sizes.png
(1.5 px per µm)
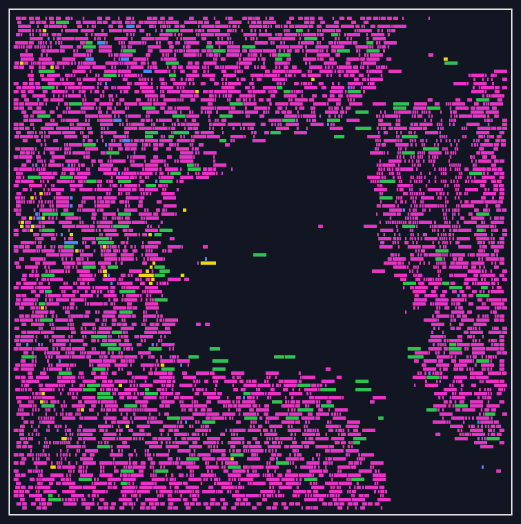
layer_met3.png
(1.5 px per µm)
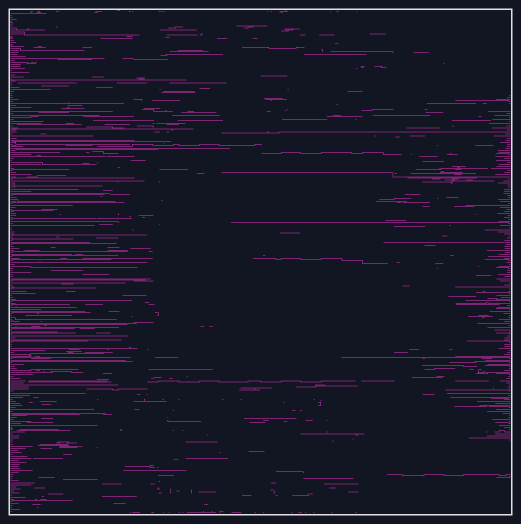
clocks.png
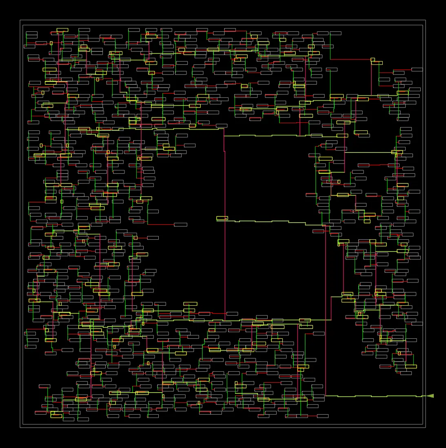
## config.mk

```make
export PLATFORM = sky130hd
export DESIGN_NAME = pac_mp_flat
export DESIGN_NICKNAME = d
export VERILOG_FILES = /design/src/rtl/pac_mp_if.sv /design/src/rtl/pac_mp.sv /design/src/flat_wrapper.sv
export SDC_FILE = /design/constraint.sdc
export NUM_CORES = 1
export LEC_CHECK = 0
export ABC_AREA = 1
export ABC_CLOCK_PERIOD_IN_PS = 2900
export CAP_MARGIN = 0
export CORE_AREA = 2 2 332 334
export DETAILED_ROUTE_END_ITERATION = 8
export DIE_AREA = 0 0 334 336
export PLACE_DENSITY = 0.58
export RECOVER_POWER = 100
export SETUP_SLACK_MARGIN = 0.2
export SYNTH_ARGS = -nofsm -noshare
export SYNTH_HDL_FRONTEND = slang
export SYNTH_SLANG_ARGS = --single-unit
```

## constraint.sdc

```tcl
create_clock -name clk -period 2.9 [get_ports clk]
set_clock_uncertainty 0.15 [all_clocks]
set_input_delay 0.58 -clock clk [delete_from_list [all_inputs] [get_ports clk]]
set_output_delay 0.58 -clock clk [all_outputs]
set_load 0.02 [all_outputs]
```

## src/rtl/pac_mp_if.sv

```systemverilog
// Bundle of the pac_mp datapath, strobes and counters between pfw, ibm, goe-side ports and lcm.
// The slave modport is the dispatcher's view; master is the surrounding environment's view.
interface pac_mp_if #(
  parameter int NUM_LOCAL = 2,
  parameter int IDW       = 5
);
  logic [133:0]             in_data;
  logic                     in_data_wr;
  logic [10:0]              in_action;
  logic [IDW-1:0]           bufm_free;
  logic [133:0]             out_buf_data;
  logic                     out_buf_wr;
  logic                     out_buf_valid;
  logic                     out_buf_vwr;
  logic [23:0]              out_tsn_md;
  logic                     out_tsn_md_wr;
  logic [134*NUM_LOCAL-1:0] out_loc_data;
  logic [NUM_LOCAL-1:0]     out_loc_wr;
  logic [NUM_LOCAL-1:0]     out_loc_vwr;
  logic [133:0]             out_mon_data;
  logic                     out_mon_wr;
  logic                     out_mon_vwr;
  logic [63:0]              pktout_cnt;
  logic [31:0]              drop_cnt;
  logic [15:0]              trunc_cnt;
  logic [15:0]              ping_cnt;

  modport slave (
    input  in_data, in_data_wr, in_action, bufm_free,
    output out_buf_data, out_buf_wr, out_buf_valid, out_buf_vwr,
    output out_tsn_md, out_tsn_md_wr, out_loc_data, out_loc_wr, out_loc_vwr,
    output out_mon_data, out_mon_wr, out_mon_vwr,
    output pktout_cnt, drop_cnt, trunc_cnt, ping_cnt
  );

  modport master (
    output in_data, in_data_wr, in_action, bufm_free,
    input  out_buf_data, out_buf_wr, out_buf_valid, out_buf_vwr,
    input  out_tsn_md, out_tsn_md_wr, out_loc_data, out_loc_wr, out_loc_vwr,
    input  out_mon_data, out_mon_wr, out_mon_vwr,
    input  pktout_cnt, drop_cnt, trunc_cnt, ping_cnt
  );
endinterface

```

## src/rtl/pac_mp.sv

```systemverilog
// Packet action dispatcher: per-packet admission, dest rewrite, TSN metadata, buffer/local routing, monitor merge.
// Optional feature: define PAC_PING_CNT_EN to count ping heads (in_data[71:64]==8'hff) sent to local ports.
module pac_mp #(
  parameter int NUM_LOCAL  = 2,
  parameter int LOCAL_BASE = 2,
  parameter int IDW        = 5,
  parameter int RSV_P0     = 4,
  parameter int RSV_P1     = 3
) (
  input  logic     clk,
  input  logic     rst_n,
  pac_mp_if.slave  bus
);

  typedef enum logic [1:0] {IDLE, TRANS, DISC} state_t;

  state_t state_q, state_d;

  logic [133:0] in_data;
  logic [10:0]  in_action;
  logic [1:0]   mode;
  logic [2:0]   prio;
  logic [5:0]   dest;
  logic         is_head, is_tail, admit, local_hit;
  logic [NUM_LOCAL-1:0] hit_vec;

  logic                 pkt_buf_q, pkt_buf_d;
  logic [NUM_LOCAL-1:0] pkt_loc_q, pkt_loc_d;

  logic                 s1_vld_q, s1_vld_d, s1_buf_q, s1_buf_d;
  logic                 s1_head_q, s1_head_d, s1_tail_q, s1_tail_d;
  logic [NUM_LOCAL-1:0] s1_loc_q, s1_loc_d;
  logic [133:0]         s1_data_q, s1_data_d;
  logic [23:0]          s1_md_q, s1_md_d;

  logic         drop_inc, trunc_inc;
  logic [133:0] buf_data_q;
  logic         buf_wr_q, buf_vwr_q, md_wr_q;
  logic [23:0]  md_q;

  logic [NUM_LOCAL-1:0] loc_wr_vec, loc_vwr_vec;
  logic [133:0]         mon_or [NUM_LOCAL+1];
  logic                 loc_any, mon_wr_d, mon_vwr_d;
  logic [133:0]         mon_data_d, mon_data_q;
  logic                 mon_wr_q, mon_vwr_q;

  logic [63:0] pktout_q;
  logic [31:0] drop_q;
  logic [15:0] trunc_q;

  assign in_data   = bus.in_data;
  assign in_action = bus.in_action;
  assign mode      = in_action[10:9];
  assign prio      = in_action[8:6];
  assign dest      = in_action[5:0];
  assign is_head   = (in_data[133:132] == 2'b01);
  assign is_tail   = (in_data[133:132] == 2'b10);
  assign local_hit = |hit_vec;

  assign admit = (prio == 3'd0) ? (bus.bufm_free >= IDW'(RSV_P0)) :
                 (prio == 3'd1) ? (bus.bufm_free >= IDW'(RSV_P1)) :
                                  (bus.bufm_free != '0);

`ifdef PAC_PING_CNT_EN
  logic        ping_inc;
  logic [15:0] ping_q;
`endif

  // Decision is taken only on a head flit and frozen in pkt_*_q for the remainder of the packet.
  always_comb begin
    state_d   = state_q;
    pkt_buf_d = pkt_buf_q;
    pkt_loc_d = pkt_loc_q;
    s1_vld_d  = 1'b0;
    s1_buf_d  = 1'b0;
    s1_loc_d  = '0;
    s1_head_d = 1'b0;
    s1_tail_d = 1'b0;
    s1_data_d = in_data;
    s1_md_d   = {prio, in_data[107:96], in_action[0], 8'h00};
    drop_inc  = 1'b0;
    trunc_inc = 1'b0;
`ifdef PAC_PING_CNT_EN
    ping_inc  = 1'b0;
`endif
    if (bus.in_data_wr) begin
      if (is_head) begin
        trunc_inc = (state_q != IDLE);
        s1_data_d[117:112] = dest;
        if (mode == 2'b10) begin
          pkt_buf_d = admit;
          pkt_loc_d = NUM_LOCAL'(1);
          drop_inc  = ~admit;
        end else if (local_hit) begin
          pkt_buf_d = 1'b0;
          pkt_loc_d = hit_vec;
        end else begin
          pkt_buf_d = admit;
          pkt_loc_d = '0;
        end
        state_d   = (pkt_buf_d || (|pkt_loc_d)) ? TRANS : DISC;
        s1_vld_d  = 1'b1;
        s1_head_d = 1'b1;
        s1_buf_d  = pkt_buf_d;
        s1_loc_d  = pkt_loc_d;
`ifdef PAC_PING_CNT_EN
        ping_inc  = (|pkt_loc_d) && (in_data[71:64] == 8'hff);
`endif
      end else if (state_q == TRANS) begin
        s1_vld_d  = 1'b1;
        s1_buf_d  = pkt_buf_q;
        s1_loc_d  = pkt_loc_q;
        s1_tail_d = is_tail;
        if (is_tail) state_d = IDLE;
      end else if (state_q == DISC) begin
        if (is_tail) begin
          drop_inc = 1'b1;
          state_d  = IDLE;
        end
      end
    end
  end

  always_ff @(posedge clk or negedge rst_n) begin
    if (!rst_n) begin
      state_q    <= IDLE;
      pkt_buf_q  <= 1'b0;
      pkt_loc_q  <= '0;
      s1_vld_q   <= 1'b0;
      s1_buf_q   <= 1'b0;
      s1_loc_q   <= '0;
      s1_head_q  <= 1'b0;
      s1_tail_q  <= 1'b0;
      s1_data_q  <= '0;
      s1_md_q    <= '0;
      buf_data_q <= '0;
      buf_wr_q   <= 1'b0;
      buf_vwr_q  <= 1'b0;
      md_wr_q    <= 1'b0;
      md_q       <= '0;
      mon_data_q <= '0;
      mon_wr_q   <= 1'b0;
      mon_vwr_q  <= 1'b0;
      pktout_q   <= '0;
      drop_q     <= '0;
      trunc_q    <= '0;
    end else begin
      state_q    <= state_d;
      pkt_buf_q  <= pkt_buf_d;
      pkt_loc_q  <= pkt_loc_d;
      s1_vld_q   <= s1_vld_d;
      s1_buf_q   <= s1_buf_d;
      s1_loc_q   <= s1_loc_d;
      s1_head_q  <= s1_head_d;
      s1_tail_q  <= s1_tail_d;
      s1_data_q  <= s1_data_d;
      s1_md_q    <= s1_md_d;
      buf_wr_q   <= s1_vld_q & s1_buf_q;
      buf_vwr_q  <= s1_vld_q & s1_buf_q & s1_tail_q;
      md_wr_q    <= s1_vld_q & s1_buf_q & s1_head_q;
      if (s1_vld_q && s1_buf_q) buf_data_q <= s1_data_q;
      if (s1_vld_q && s1_buf_q && s1_head_q) md_q <= s1_md_q;
      mon_wr_q   <= mon_wr_d;
      mon_vwr_q  <= mon_vwr_d;
      if (mon_wr_d) mon_data_q <= mon_data_d;
      pktout_q   <= pktout_q + 64'(mon_vwr_q);
      drop_q     <= drop_q + 32'(drop_inc);
      trunc_q    <= trunc_q + 16'(trunc_inc);
    end
  end

  assign mon_or[0] = '0;

  genvar gi;
  generate
    for (gi = 0; gi < NUM_LOCAL; gi++) begin : g_loc
      logic [133:0] data_q;
      logic         wr_q, vwr_q;

      assign hit_vec[gi] = ({1'b0, dest} == 7'(LOCAL_BASE + gi));

      always_ff @(posedge clk or negedge rst_n) begin
        if (!rst_n) begin
          data_q <= '0;
          wr_q   <= 1'b0;
          vwr_q  <= 1'b0;
        end else begin
          wr_q  <= s1_vld_q & s1_loc_q[gi];
          vwr_q <= s1_vld_q & s1_loc_q[gi] & s1_tail_q;
          if (s1_vld_q && s1_loc_q[gi]) data_q <= s1_data_q;
        end
      end

      assign bus.out_loc_data[134*gi +: 134] = data_q;
      assign loc_wr_vec[gi]  = wr_q;
      assign loc_vwr_vec[gi] = vwr_q;
      // At most one local port is active per cycle, so an AND-OR chain selects it.
      assign mon_or[gi+1] = mon_or[gi] | (wr_q ? data_q : 134'd0);
    end
  endgenerate

  // Local copy wins the monitor when it coincides with a buffer-path flit.
  assign loc_any    = |loc_wr_vec;
  assign mon_wr_d   = loc_any | buf_wr_q;
  assign mon_vwr_d  = loc_any ? (|loc_vwr_vec) : buf_vwr_q;
  assign mon_data_d = loc_any ? mon_or[NUM_LOCAL] : buf_data_q;

`ifdef PAC_PING_CNT_EN
  always_ff @(posedge clk or negedge rst_n) begin
    if (!rst_n) ping_q <= '0;
    else        ping_q <= ping_q + 16'(ping_inc);
  end
  assign bus.ping_cnt = ping_q;
`else
  assign bus.ping_cnt = 16'h0;
`endif

  assign bus.out_buf_data  = buf_data_q;
  assign bus.out_buf_wr    = buf_wr_q;
  assign bus.out_buf_valid = buf_vwr_q;
  assign bus.out_buf_vwr   = buf_vwr_q;
  assign bus.out_tsn_md    = md_q;
  assign bus.out_tsn_md_wr = md_wr_q;
  assign bus.out_loc_wr    = loc_wr_vec;
  assign bus.out_loc_vwr   = loc_vwr_vec;
  assign bus.out_mon_data  = mon_data_q;
  assign bus.out_mon_wr    = mon_wr_q;
  assign bus.out_mon_vwr   = mon_vwr_q;
  assign bus.pktout_cnt    = pktout_q;
  assign bus.drop_cnt      = drop_q;
  assign bus.trunc_cnt     = trunc_q;

endmodule
```

## src/flat_wrapper.sv

```systemverilog
// flat-port wrapper written by rule: the top's interface ports become plain ports
module pac_mp_flat 
#(
  parameter int NUM_LOCAL  = 2,
  parameter int LOCAL_BASE = 2,
  parameter int IDW        = 5,
  parameter int RSV_P0     = 4,
  parameter int RSV_P1     = 3
)
  (clk, rst_n, bus_in_data, bus_in_data_wr, bus_in_action, bus_bufm_free, bus_out_buf_data, bus_out_buf_wr, bus_out_buf_valid, bus_out_buf_vwr, bus_out_tsn_md, bus_out_tsn_md_wr, bus_out_loc_data, bus_out_loc_wr, bus_out_loc_vwr, bus_out_mon_data, bus_out_mon_wr, bus_out_mon_vwr, bus_pktout_cnt, bus_drop_cnt, bus_trunc_cnt, bus_ping_cnt);
  pac_mp_if #(.NUM_LOCAL(NUM_LOCAL), .IDW(IDW)) bus_i ();
  input  logic clk;
  input  logic rst_n;
  input wire logic [$bits(bus_i.in_data)-1:0] bus_in_data;
  input wire logic [$bits(bus_i.in_data_wr)-1:0] bus_in_data_wr;
  input wire logic [$bits(bus_i.in_action)-1:0] bus_in_action;
  input wire logic [$bits(bus_i.bufm_free)-1:0] bus_bufm_free;
  output wire logic [$bits(bus_i.out_buf_data)-1:0] bus_out_buf_data;
  output wire logic [$bits(bus_i.out_buf_wr)-1:0] bus_out_buf_wr;
  output wire logic [$bits(bus_i.out_buf_valid)-1:0] bus_out_buf_valid;
  output wire logic [$bits(bus_i.out_buf_vwr)-1:0] bus_out_buf_vwr;
  output wire logic [$bits(bus_i.out_tsn_md)-1:0] bus_out_tsn_md;
  output wire logic [$bits(bus_i.out_tsn_md_wr)-1:0] bus_out_tsn_md_wr;
  output wire logic [$bits(bus_i.out_loc_data)-1:0] bus_out_loc_data;
  output wire logic [$bits(bus_i.out_loc_wr)-1:0] bus_out_loc_wr;
  output wire logic [$bits(bus_i.out_loc_vwr)-1:0] bus_out_loc_vwr;
  output wire logic [$bits(bus_i.out_mon_data)-1:0] bus_out_mon_data;
  output wire logic [$bits(bus_i.out_mon_wr)-1:0] bus_out_mon_wr;
  output wire logic [$bits(bus_i.out_mon_vwr)-1:0] bus_out_mon_vwr;
  output wire logic [$bits(bus_i.pktout_cnt)-1:0] bus_pktout_cnt;
  output wire logic [$bits(bus_i.drop_cnt)-1:0] bus_drop_cnt;
  output wire logic [$bits(bus_i.trunc_cnt)-1:0] bus_trunc_cnt;
  output wire logic [$bits(bus_i.ping_cnt)-1:0] bus_ping_cnt;
  assign bus_i.in_data = bus_in_data;
  assign bus_i.in_data_wr = bus_in_data_wr;
  assign bus_i.in_action = bus_in_action;
  assign bus_i.bufm_free = bus_bufm_free;
  assign bus_out_buf_data = bus_i.out_buf_data;
  assign bus_out_buf_wr = bus_i.out_buf_wr;
  assign bus_out_buf_valid = bus_i.out_buf_valid;
  assign bus_out_buf_vwr = bus_i.out_buf_vwr;
  assign bus_out_tsn_md = bus_i.out_tsn_md;
  assign bus_out_tsn_md_wr = bus_i.out_tsn_md_wr;
  assign bus_out_loc_data = bus_i.out_loc_data;
  assign bus_out_loc_wr = bus_i.out_loc_wr;
  assign bus_out_loc_vwr = bus_i.out_loc_vwr;
  assign bus_out_mon_data = bus_i.out_mon_data;
  assign bus_out_mon_wr = bus_i.out_mon_wr;
  assign bus_out_mon_vwr = bus_i.out_mon_vwr;
  assign bus_pktout_cnt = bus_i.pktout_cnt;
  assign bus_drop_cnt = bus_i.drop_cnt;
  assign bus_trunc_cnt = bus_i.trunc_cnt;
  assign bus_ping_cnt = bus_i.ping_cnt;
  pac_mp #(.NUM_LOCAL(NUM_LOCAL), .LOCAL_BASE(LOCAL_BASE), .IDW(IDW), .RSV_P0(RSV_P0), .RSV_P1(RSV_P1)) u_core (.clk(clk), .rst_n(rst_n), .bus(bus_i));
endmodule
```

==> impl_metrics.yaml <==
# flow metrics
layout:
  regArea_um2: 20580
  logic_area_um2: 10380
  fillers: 10490
  drive_above_1_share_pct: 5.330
  instances_no_fill: 5815
  mostFrequentLayoutCells: "nand2_1 (978), dfrtp_1 (819), dlygate4sd3_1 (802)"
  nNetsFinal: 4479
clock_network:
  clkTransAtPathRegs_ps: 60
  root_buffer: "clkbuf_16"
  cts_sinks: 822
  max-clock-path-buffers: 3
synth:
  synthCells: 3490
  synthesis.area_um2: 32950
  edf_count: 0
  async_flop_share_pct: 100.0
  yosysWarnings: 0
  synth_chip_area_um2: 32950
  syn_avg_cell_area_um2: 9.440
  yosys-stat-cells: 3490
job:
  log.warning_count: 39
  cap_violations: 1
power_and_ir_drop:
  p_clk_share_pct: 30.1
  cellPowerDensity_nw_per_um2: 923.6
  power.share.combinational_pct: 31.3
  power.switching_mw: 15.27
  switching_share_pct: 35.76
  power.leakage_nw: 21.65
timing:
  post-route-min-period_ps: 2692
  worstMarginPinSlew_ps: 1542
  slew_viol_final: 38
  tns_ps: 0
  grt_setup_unrepaired: "yes"
  final-setup-viol-count: 0
  relSlewSlack_pct: -2.790
  hold_ws_ps: 280.2
detailed_routing:
  postRouteAntennaNets: 0
  drtIter0Drc: 2151
  first_pass_iters: 6
  viasPerCell: 4.797
  wl_per_cell_um: 22.00
worst_setup_path:
  cp.required_ps: 2170
  worst-path-buf-inv: 1
  critPathKind: "register to primary output"
  start_kind: "register"
  crit_fanout: 3
  cpMaxStageDelayCell: "dlygate4sd3_1"
  cp-end-kind: "primary output"
  cp-startpoint: "u_core.bus.out_buf_data[48]"
placement:
  dpl.cell_count: 5633
hold_path:
  min-delay-start: "bus_in_data[74]"
global_route:
  grt_use_total_pct: 22.45
  grt_pass1_wl_um: 187800
  grt_antenna_before_repair: 25
  grt_pass1_vias: 27690
die:
  dieWidth_um: 334
  pin_count: 851
  fp_util_pct: 30.39
  dieArea_um2: 112200
  rows: 121
run_status:
  status: "complete, but fails checks"
  violations: "max-capacitance violations, max-slew violations"
-- sizes.png (at the start) --
_3 and _4 cells: in yellow, cells 39, share 0.89%, most used buf_4. _6 and larger: in green, cells 157, share 3.6%, most used clkbuf_16. _0 and _1 cells: in magenta, cells 4156, share 95%, most used nand2_1. _2 cells: in blue, cells 38, share 0.87%, most used clkinv_2.
post-route cell area: 46230 µm²
non-clock buffer count in the final layout: 913
setup ws final: 208.5 ps
Area growth syn-to-layout: 40.31%

-- layer_met3.png (at the start) --
The layer carries 12500 µm of wire. The longest straight run is 185 µm.
M3 GR Usage: 8.345%
vias post-DR: 27.89k
WL final: 127900 µm

-- clocks.png (at the start) --
Latency at later pin: 690 ps
P_clk: 12.8 mW
flip-flops: 822
Clock Buffer Count: 127
Num CTS Buffers: 92

flip-flops by register name (all words and copies together), names as in the netlist, 4 cells and up:
register                 count
u_core.bus.out_tsn_md       16
u_core.bus.trunc_cnt        16
u_core.s1_md_q               4
u_core.bus.out_buf_data    134
u_core.bus.out_mon_data    134
u_core.bus.drop_cnt         32
u_core.s1_data_q           134
u_core.bus.pktout_cnt       64
u_core.g_loc.data_q        268
cells in the mapped netlist, types with 2 or more instances:
cell      number  area [µm²]
a41oi_1       89       779.5
a41oi_2       10       162.7
buf_6         13       146.4
buf_1         14       52.55
xor2_1        34       297.8
nand4_1       21       131.4
nor3_1        16       80.08
nand3_1      138       690.7
o22ai_1       35       219.0
nand2_1      980        3679
buf_2         14       70.07
nand3b_1      10       75.07
o21ai_0      433        2167
buf_4         30       225.2
xnor2_1       26       227.7
a21oi_1       37       185.2
inv_1        283        1062
nor2_1       295        1107
nor2_4         2       22.52
a22o_1        35       306.5
and3_1         2       12.51
dfrtp_1      822       20570
clkbuf_1     133       499.2
ha_1          11       137.6
inv_4          2       12.51
what timing repair did:
action                                  4_1_cts  5_1_grt
gates resized                                 3        8
hold endpoints to repair                     31        0
setup buffers                                 1        0
endpoints found under the setup margin        7       23
pin swaps                                     0        1
hold buffers                                  1        0
cloned                                        0        0
metal layers:
layer | wire (µm) | global-route usage (%) | vias up
li1 | - | - | 12970
met1 | 49800 | 27.03 | 13560
met4 | 6293 | 9.421 | 16
met3 | 12520 | 8.345 | 265
met2 | 59200 | 36.16 | 1088
met5 | 107 | 0 | -
kinds of logic after synthesis:
group / Yosys count / synth area share (%)
buf+inv: 491 / 6.304
compound gates: 639 / 11.59
xor+xnor: 60 / 1.595
flops: 822 / 62.44
other cells: 1 / 0.01138
fa+ha+maj: 11 / 0.4178
simple gates: 1466 / 17.64
power groups by stage:
stage / sequential [mW] / combinational, mW / clock, mW
final: 16.5 / 13.4 / 12.8
after detailed placement: 16.8 / 14.6 / 0
after CTS: 16.6 / 14.6 / 13.1
after global placement: 16.7 / 14.5 / 0
after floorplan: 19.6 / 3.00 / 0
after global routing: 16.9 / 14.3 / 13.6
final timing paths:
| check | to | slack (ps) | cells after the start |
|---|---|---|---|
| hold reg to reg | u_core.bus.out_tsn_md[23] | 290 | 2 |
| min in group asynchronous | u_core.s1_data_q[29] | 670 | 2 |
| setup reg to reg | u_core.bus.drop_cnt[16] | 250 | 13 |
| hold / removal | u_core.s1_data_q[74] | 280 | 1 |
| max in group asynchronous | u_core.s1_data_q[78] | 390 | 4 |
| setup / recovery | bus_out_buf_data[48] | 210 | 1 |
layout make-up:
type | count | share of cell area, %
flip-flops and latches | 822 | 44.52
well taps | 1414 | 3.827
multi-input cells | 2200 | 22.45
clock buffers | 127 | 5.765
diodes | 11 | 0.05955
repair buffers | 913 | 19.51
clock inverters | 42 | 1.543
inverters | 286 | 2.333
Power is estimated from default activity; no workload was simulated.
